$ cat src/rtl/alu_pkg.sv
// alu_pkg: shared op codes and default width for rv_alu.
package alu_pkg;
   localparam int ALU_WIDTH = 64;
   localparam logic [3:0] ALU_AND  = 4'b0000;
   localparam logic [3:0] ALU_OR   = 4'b0001;
   localparam logic [3:0] ALU_ADD  = 4'b0010;
   localparam logic [3:0] ALU_XOR  = 4'b0011;
   localparam logic [3:0] ALU_SLL  = 4'b0100;
   localparam logic [3:0] ALU_SRL  = 4'b0101;
   localparam logic [3:0] ALU_SUB  = 4'b0110;
   localparam logic [3:0] ALU_SLT  = 4'b0111;
   localparam logic [3:0] ALU_SLTU = 4'b1000;
   localparam logic [3:0] ALU_SRA  = 4'b1001;
   localparam logic [3:0] ALU_NOR  = 4'b1100;
endpackage

$ cat src/rtl/alu_shifter.sv
// alu_shifter: log-stage barrel shifter for SLL/SRL/SRA (left shifts reuse the right shifter via bit reversal).
module alu_shifter #(
   parameter int WIDTH = 64
) (
   input  logic [WIDTH-1:0]         data_i,
   input  logic [$clog2(WIDTH)-1:0] shamt_i,
   input  logic                     left_i,
   input  logic                     arith_i,
   output logic [WIDTH-1:0]         result_o
);
   localparam int SW = $clog2(WIDTH);
   logic [WIDTH-1:0] rev_in, rev_out;
   logic [WIDTH-1:0] stg [SW+1];
   logic fill;
   assign fill = arith_i & data_i[WIDTH-1];
   for (genvar j = 0; j < WIDTH; j++) begin : g_rev
      assign rev_in[j]  = data_i[WIDTH-1-j];
      assign rev_out[j] = stg[SW][WIDTH-1-j];
   end
   assign stg[0] = left_i ? rev_in : data_i;
   for (genvar i = 0; i < SW; i++) begin : g_stg
      localparam int K = 1 << i;
      assign stg[i+1] = shamt_i[i] ? {{K{fill}}, stg[i][WIDTH-1:K]} : stg[i];
   end
   assign result_o = left_i ? rev_out : stg[SW];
endmodule

$ cat src/rtl/rv_alu.sv
// rv_alu: RISC-V execute-stage ALU with combinational and registered result/zero/overflow.
// Define ALU_EXT_OPS_EN to add XOR, SLL/SRL/SRA, SLT/SLTU and NOR.
module rv_alu
   import alu_pkg::*;
#(
   parameter int WIDTH = ALU_WIDTH
) (
   input  logic             clk,
   input  logic             rst_n,
   input  logic [WIDTH-1:0] X,
   input  logic [WIDTH-1:0] Y,
   input  logic [3:0]       aluControl,
   output logic [WIDTH-1:0] aluOut,
   output logic             zero,
   output logic             aluResult,
   output logic [WIDTH-1:0] aluOut_q,
   output logic             zero_q,
   output logic             aluResult_q
);
   logic             sub, ovf;
   logic [WIDTH-1:0] b, sum;
`ifdef ALU_EXT_OPS_EN
   logic             carry, slt, sltu;
   logic [WIDTH-1:0] shifted;
   assign sub = aluControl inside {ALU_SUB, ALU_SLT, ALU_SLTU};
   assign {carry, sum} = {1'b0, X} + {1'b0, b} + {{WIDTH{1'b0}}, sub};
   assign slt  = sum[WIDTH-1] ^ ovf;
   assign sltu = ~carry;
   alu_shifter #(.WIDTH(WIDTH)) u_shifter (
      .data_i   (X),
      .shamt_i  (Y[$clog2(WIDTH)-1:0]),
      .left_i   (aluControl == ALU_SLL),
      .arith_i  (aluControl == ALU_SRA),
      .result_o (shifted)
   );
`else
   assign sub = aluControl == ALU_SUB;
   assign sum = X + b + {{(WIDTH-1){1'b0}}, sub};
`endif
   // One adder serves ADD and SUB: subtraction feeds ~Y with carry-in 1.
   assign b   = sub ? ~Y : Y;
   assign ovf = (X[WIDTH-1] == b[WIDTH-1]) && (sum[WIDTH-1] != X[WIDTH-1]);
   always_comb begin
      case (aluControl)
         ALU_AND:  aluOut = X & Y;
         ALU_OR:   aluOut = X | Y;
         ALU_ADD:  aluOut = sum;
         ALU_SUB:  aluOut = sum;
`ifdef ALU_EXT_OPS_EN
         ALU_XOR:  aluOut = X ^ Y;
         ALU_SLL:  aluOut = shifted;
         ALU_SRL:  aluOut = shifted;
         ALU_SRA:  aluOut = shifted;
         ALU_SLT:  aluOut = {{(WIDTH-1){1'b0}}, slt};
         ALU_SLTU: aluOut = {{(WIDTH-1){1'b0}}, sltu};
         ALU_NOR:  aluOut = ~(X | Y);
`endif
         default:  aluOut = '0;
      endcase
   end
   assign zero      = aluOut == '0;
   assign aluResult = ovf && (aluControl == ALU_ADD || aluControl == ALU_SUB);
   always_ff @(posedge clk or negedge rst_n) begin
      if (!rst_n) begin
         aluOut_q    <= '0;
         zero_q      <= 1'b0;
         aluResult_q <= 1'b0;
      end else begin
         aluOut_q    <= aluOut;
         zero_q      <= zero;
         aluResult_q <= aluResult;
      end
   end
endmodule

$ cat config.mk
export PLATFORM = sky130hd
export DESIGN_NAME = rv_alu
export DESIGN_NICKNAME = d
export VERILOG_FILES = /design/src/rtl/alu_pkg.sv /design/src/rtl/alu_shifter.sv /design/src/rtl/rv_alu.sv
export SDC_FILE = /design/constraint.sdc
export NUM_CORES = 1
export LEC_CHECK = 0
export ABC_AREA = 1
export CELL_PAD_IN_SITES_DETAIL_PLACEMENT = 0
export CELL_PAD_IN_SITES_GLOBAL_PLACEMENT = 1
export CORE_MARGIN = 1.5
export CORE_UTILIZATION = 36
export CTS_CLUSTER_SIZE = 30
export DETAILED_ROUTE_END_ITERATION = 8
export PLACE_DENSITY_LB_ADDON = 0.12
export SYNTH_ARGS = -nofsm -noshare
export SYNTH_HDL_FRONTEND = slang
export SYNTH_SLANG_ARGS = --single-unit
$ cat constraint.sdc
create_clock -name clk -period 8.8 [get_ports clk]
set_input_delay 1.76 -clock clk [delete_from_list [all_inputs] [get_ports clk]]
set_output_delay 1.76 -clock clk [all_outputs]
set_load 0.02 [all_outputs]
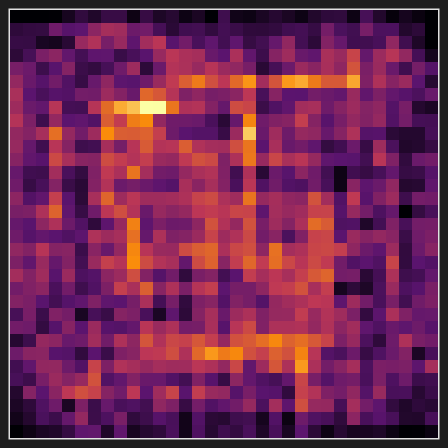
*Wiring heat map, run 1*
33 x 33 tiles, from black (low) to pale yellow (high), scaled to the fullest tile. Values are wire area over tile area, all layers added.
The mean over all tiles is 0.24. The fullest tile reaches 0.73. 14% of the tiles are over half the peak. The densest ninth of the die: center.

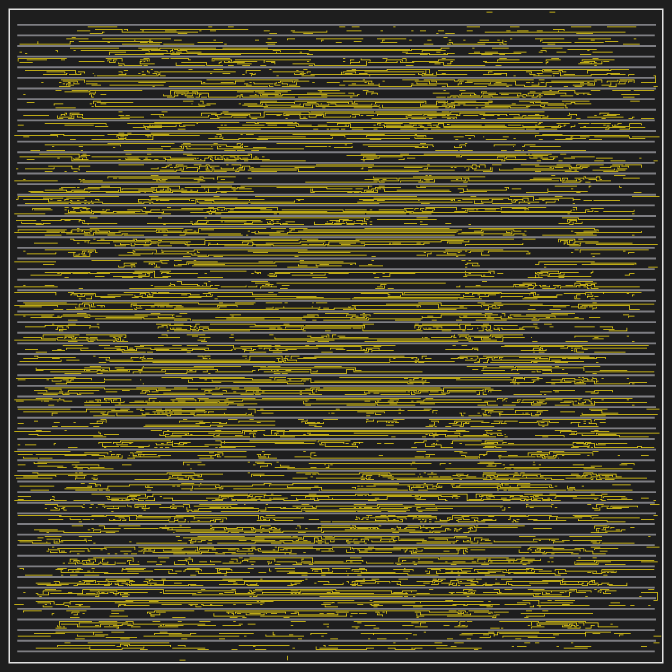
*Met1 routing, run 1*
Supply wires on this layer in gray.
The layer carries 20.3 mm of wire. The layer holds 49% of the routed length. The wires run mostly horizontal. The longest straight run is 99.4 µm.
met1 Resource Use GR: 42.3%
total number of vias: 11660
final wirelength: 41200 µm

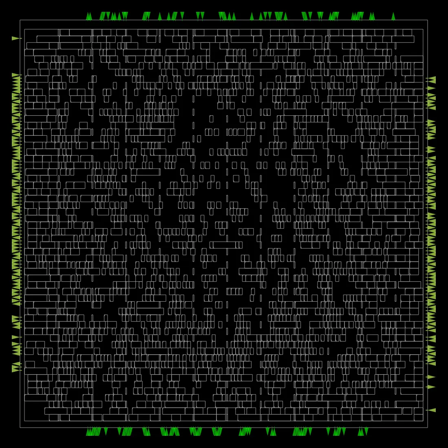
*Cell placement, run 1*
sequential cell count of the final layout: 66
tap cell instance count: 335
number of rows in the core area: 59
fillcell total: 2764

==> notes.md, run 1 <==
Physical implementation.

- The synthesized netlist net count is 1905.
- The gate family responsible for the most delay along the worst path is simple AND/OR/NAND/NOR gates.
- At the end of the flow the core is filled with cells to 50.0%.
- The number of max-capacitance violations reported is 0.
- The global-route wire length before repair is 62600 µm.
- After Yosys synthesis, and, or, nand and nor cells account for 44.4% of the synthesized area.
- The overall die area is 0.0279 mm².
- The global routing met2 resource utilization is 44.9%.
- The dominant register cell in the synthesized netlist is dfrtp_1.
- The routed wire length on met2 is 17000 µm.
- At the end of routability-driven placement, the weighted congestion stood at 0.948.
- In the final routing, the length of wire on met1 measures 20300 µm.
- The library cell with the largest summed area after synthesis is nand2_1.
- In the final layout, the clock buffer count is 12.
- The clock period minus final worst setup slack is 8.49 ns.
- The multi-input gate count is 1341.
- Entering global routing, the biggest net connects 67 pins.
- The power report puts the net switching power at 0.000690 W.
- The leakage power in the latest report is 6.65 nW.
- After synthesis, the cell types taking the most area are nand2_1 (20%), dfrtp_1 (17%), inv_1 (9.7%), ha_1 (9.3%), nor2_1 (8.4%).
- The tally of OpenROAD warnings is 35.
- The power drawn by the clock network is 0.000432 W.
- The clock drives 66 sinks.
- Looking at the max-slew report, the worst-margin pin has a slew of 0.899 ns.
- The final hold violation count recorded for this run is 0.
- The TritonCTS clock tree is built.
- The largest registers in the layout are aluOut_q x64, aluResult_q x1, zero_q x1.
- The end of the critical path is zero.
- In the finished design, the share of the clock period the worst path needs comes to 96.4%.
- The clock root buffer is clkbuf_16.
- Walking the worst path, the cells encountered are clkdlybuf4s50_1, inv_2, nor2_2, nand2_4, buf_4, xnor2_1, ha_1, nand2_1, inv_1, a21oi_1, nand2_1, a21oi_1, nand4_1, nand3_1, nand2_1, inv_1, nand2_1, nor2_1, nand2_1, nor2_1, nand3_1, nor2_1, clkdlybuf4s50_1.
- The largest vdd supply drop is 0.0822 mV.
- The register ranked first by flip-flop count is aluOut_q.
- Net switching is 43.5% of the power.
- The flop share of the area is 12.6%.
- The H-tree depth reported by CTS is 3.
- The proportion of register bits with asynchronous set or reset after synthesis is 100%.
- Summing internal, switching and leakage power gives 0.00159 W.
- On the worst path, the slowest cell contributes a delay of 0.62 ns.
- The chip area line in the Yosys stat output reads 0.00968 mm².
- For this design, the slowest cell found on the critical path is clkdlybuf4s50_1.
- The detailed router's first-iteration violation count is 791.
- In the routed layout, each cell is associated on average with a via count of 5.06.
- The power group with the highest consumption is combinational logic.
- The total placed cells including tap cells is 2288.
- The cell area after layout is 0.0131 mm².
- Of the post-synthesis cell area, the dominant cell type holds 19.7%.
- The post-synthesis sequential area ratio is 17.1%.
- The number of pins exceeding their max-slew limit in the final report is 0.
- The power density over cell area is 121 mW/mm².
- Looking at the global route congestion table, the highest-usage layer is met2.
- The setup total negative slack is 0 ns.
- The number of non-clock inverters in the layout is 266.
- The register clock-pin slew on the reported worst setup and hold paths is 0.06 ns.
- By instance count after routing, the leading logic cell types are nand2_1 (509), clkdlybuf4s50_1 (264), inv_1 (251).
- The biggest slice of the area belongs to combinational gates.
- The post-synthesis share of cell area spent on full adders, half adders and majority gates is 9.93%.
- The type of the tightest min-delay check is in -> async.
- The number of buffer and inverter stages on the critical path is 6.
- Warnings reported by Yosys during synthesis add up to 0.
- The top logic cell family in the synthesized netlist is simple AND/OR/NAND/NOR gates.
- Global routing consumed, on the met3 layer, 4.87% of the routing resources.
- The xor-xnor portion of the synthesized cell area is 5.88%.
- The detailed router used layers up to and including met4.
- The number of buffers inserted by port buffering is 265.
- The run finished with clean final reports.
- The final antenna diode tally reported by the flow is 0.
- The post-route netlist has 5.49% of its cells at a drive strength greater than 1.
- The endpoint kind of the worst setup timing path is a primary output.
- The combined flip-flop and latch cell area is 0.00165 mm².
- The kind of critical path is in -> out.
- The multi-input combinational cells in the finished layout cover a total of 0.00694 mm².
- According to the timing report, the data required time at the worst endpoint equals 7.04 ns.
- Setup repair after global routing left no endpoint under its margin.
- The core footprint is 0.0262 mm².
- Counting buffers and inverters, the worst setup path is 23 cells deep.
- The final routed DRC violation total is 0.
- Per the post-synthesis report, the number of cells in the design is 1698.
==> inputs of run 2 (changes only) <==
TNS_END_PERCENT = 30   (was not set)
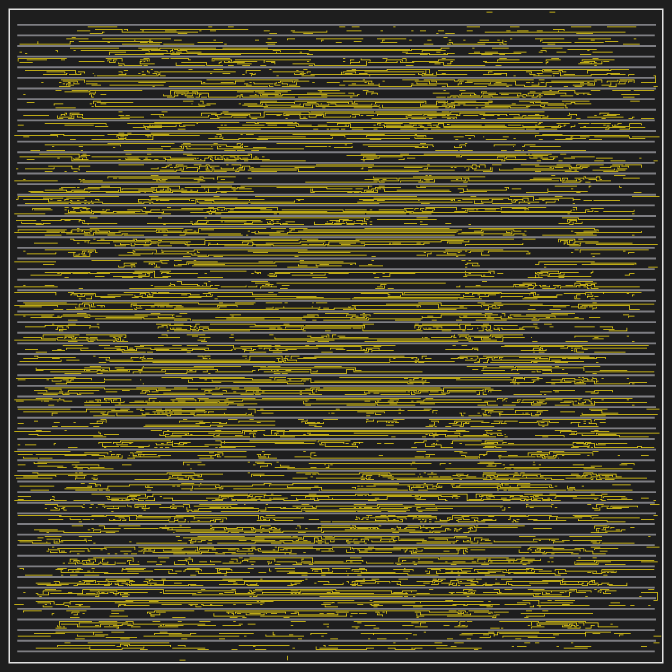
*Met1 routing, run 2*
Supply wires on this layer in gray.
The layer holds 49% of the routed length. The layer carries 20.3 mm of wire. The longest straight run is 99.4 µm. 1991 nets have wire on it. The wires run mostly horizontal.

==> run 2 against run 1 <==
Effect of this change:
- final area is the same
- cell count is the same
- clock power is essentially flat
- global-route usage is the same
- critical path depth is the same
- die size is the same
- largest power group unchanged
- highest routed layer unchanged
==> notes.md, run 2 <==
Physical implementation.

- The number of max-capacitance violations reported is 0 (unchanged).
- The total cell area reported by yosys after synthesis is 0.00968 mm² (unchanged).
- The logic depth of the worst path, buffers included is 23 (unchanged).
- The clock buffer count is 12 (unchanged).
- For reference, the critical path is captured by zero.
- The number of instances in the synthesized netlist came to 1698 (unchanged).
- The final routed DRC violation total is 0 (unchanged).
- The xor-xnor portion of the synthesized cell area is 5.88% (unchanged).
- The number of vias after detailed routing came to 11660 (unchanged).
- The number of buffers inserted by port buffering is 265 (unchanged).
- The routed metal-1 wirelength is 20300 µm (unchanged).
- The biggest slice of the total power is consumed by combinational logic.
- Setup repair after global routing left no endpoint under its margin.
- The run finished with clean final reports.
- The top-area cell type share of the netlist area is 19.7% (unchanged).
- The clock root buffer is clkbuf_16.
- The post-synthesis sequential area ratio is 17.1% (unchanged).
- The met3 track demand over resource in global routing is 4.87% (unchanged).
- The combined flip-flop and latch cell area is 0.00165 mm² (unchanged).
- The met1 track utilization from global routing came to 42.3% (unchanged).
- The number of buffer and inverter stages on the critical path was 6 (unchanged).
- The power density over cell area was 121 mW/mm² (unchanged).
- The post-synthesis share of cell area spent on full adders, half adders and majority gates is 9.93% (unchanged).
- The H-tree depth reported by CTS came to 3 (unchanged).
- The routed wire length on met2 came to 17000 µm (unchanged).
- The final routed wirelength across all metal layers was 41200 µm (unchanged).
- The tally of OpenROAD warnings is 35 (unchanged).
- The global routing met2 resource utilization came to 44.9% (unchanged).
- The top metal layer carrying routed signals is met4.
- The fraction of the mapped netlist area in simple logic gates was 44.4% (unchanged).
- The longest individual stage delay on the worst path is 0.62 ns (about the same).
- The critical path required time is 7.04 ns (about the same).
- The power consumption is 0.00159 W (unchanged).
- The kind of critical path is in -> out.
- By area, the combinational part of the netlist is dominated by simple AND/OR/NAND/NOR gates.
- The number of pins exceeding their max-slew limit in the final report is 0 (unchanged).
- The slowest stage of the critical path belongs to the cell clkdlybuf4s50_1.
- The reported leakage power is 6.65 nW (unchanged).
- The number of inserted filler cells in the final layout is 2764 (unchanged).
- Among cell families on the critical path, the largest total delay comes from simple AND/OR/NAND/NOR gates.
### Signal wires by layer, run 2

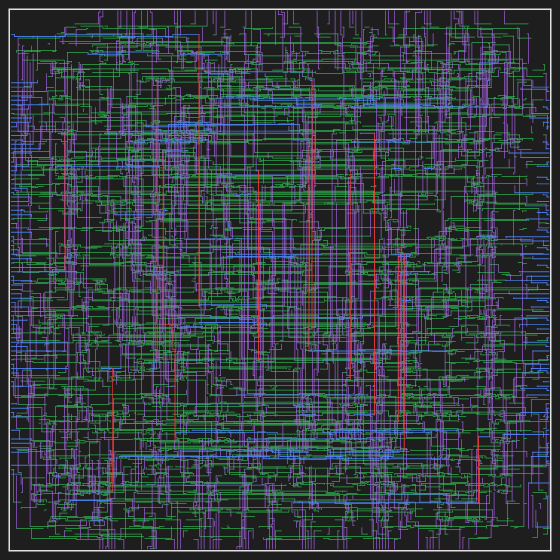

==> inputs of run 3 (changes only) <==
GPL_ROUTABILITY_DRIVEN = 0   (was not set)
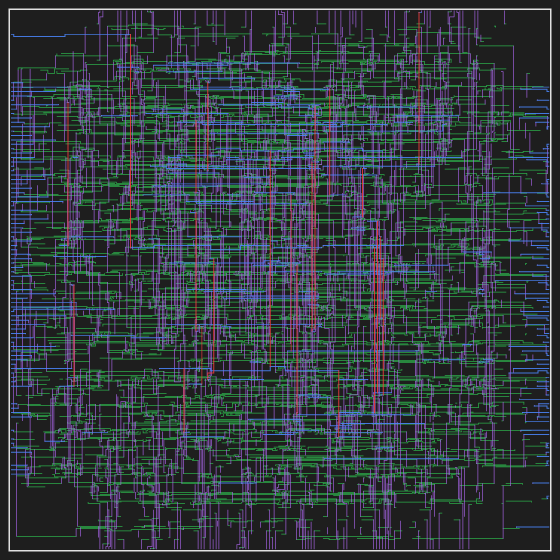
*Signal wires by layer, run 3*
Key: metal 3 = blue [wire length 2880 µm]; metal 2 = purple [wire length 15600 µm]; metal 1 = green [wire length 18500 µm]; metal 4 = red [wire length 873 µm]

==> run 3 against run 2 <==
Effect of this change:
- cell count is 0.22% lower
- sequential power barely moved
- fmax up 1.5%
- largest cell class unchanged
==> notes.md, run 3 <==
Physical implementation.

- The post-synthesis sequential area ratio is 17.1% (unchanged).
- Grouping non-sequential cells by family puts the most area in simple AND/OR/NAND/NOR gates.
- The xor-xnor portion of the synthesized cell area is 5.88% (unchanged).
- The global routing met2 resource utilization is 40.5% (-4.3 points).
- The reported leakage power came to 6.60 nW (-0.76%).
- The post-synthesis share of cell area spent on full adders, half adders and majority gates is 9.93% (unchanged).
- The register clock-pin slew on the reported worst setup and hold paths is 0.06 ns.
- The number of inserted filler cells in the final layout is 2774 (+0.36%).
- The met3 track demand over resource in global routing is 4.04% (-0.83 points).
- Signal routing reaches up to met4.
- The number of buffer and inverter stages on the critical path is 6 (unchanged).
- The number of buffers inserted by port buffering came to 265 (unchanged).
- The number of instances in the synthesized netlist is 1698 (unchanged).
- The top logic cell by instance count in the layout is nand2_1.
- The final routed wirelength across all metal layers was 37800 µm (-8.2%).
- The power density over cell area is 115 mW/mm² (-5.4%).
- The total cell area reported by yosys after synthesis was 0.00968 mm² (unchanged).
- The run finished with clean final reports.
- The kind of critical path is in -> out.
- The critical path required time was 7.04 ns (about the same).
- The number of max-capacitance violations reported is 0 (unchanged).
- The longest individual stage delay on the worst path is 0.63 ns (about the same).
- The end of the critical path is zero.
- The top-area cell type share of the netlist area is 19.7% (unchanged).
- The number of pins exceeding their max-slew limit in the final report came to 0 (unchanged).
- The tally of OpenROAD warnings is 35 (unchanged).
- The number of vias after detailed routing is 11656 (-0.034%).
- The H-tree depth reported by CTS is 3 (unchanged).
- The combined flip-flop and latch cell area is 0.00165 mm² (unchanged).
- The routed metal-1 wirelength was 18500 µm (-8.9%).
- The met1 track utilization from global routing is 39.1% (-3.2 points).
- Setup repair after global routing left no endpoint under its margin.
- The largest part of the power goes to combinational logic.
- The clock root buffer is clkbuf_16.
- Cells with a size suffix above 1 make up 5.19% of the layout.
- The logic depth of the worst path, buffers included is 23 (unchanged).
- The critical-path cell with the highest stage delay is clkdlybuf4s50_1.
- The power consumption is 0.00149 W (-6.1%).
- The gate family responsible for the most delay along the worst path is simple AND/OR/NAND/NOR gates.
- The routed wire length on met2 is 15600 µm (-8.4%).
- In this run the post-CTS setup repair buffer count came out at 0.
- The final routed DRC violation total is 0 (unchanged).
Power and IR drop assume default switching activity.
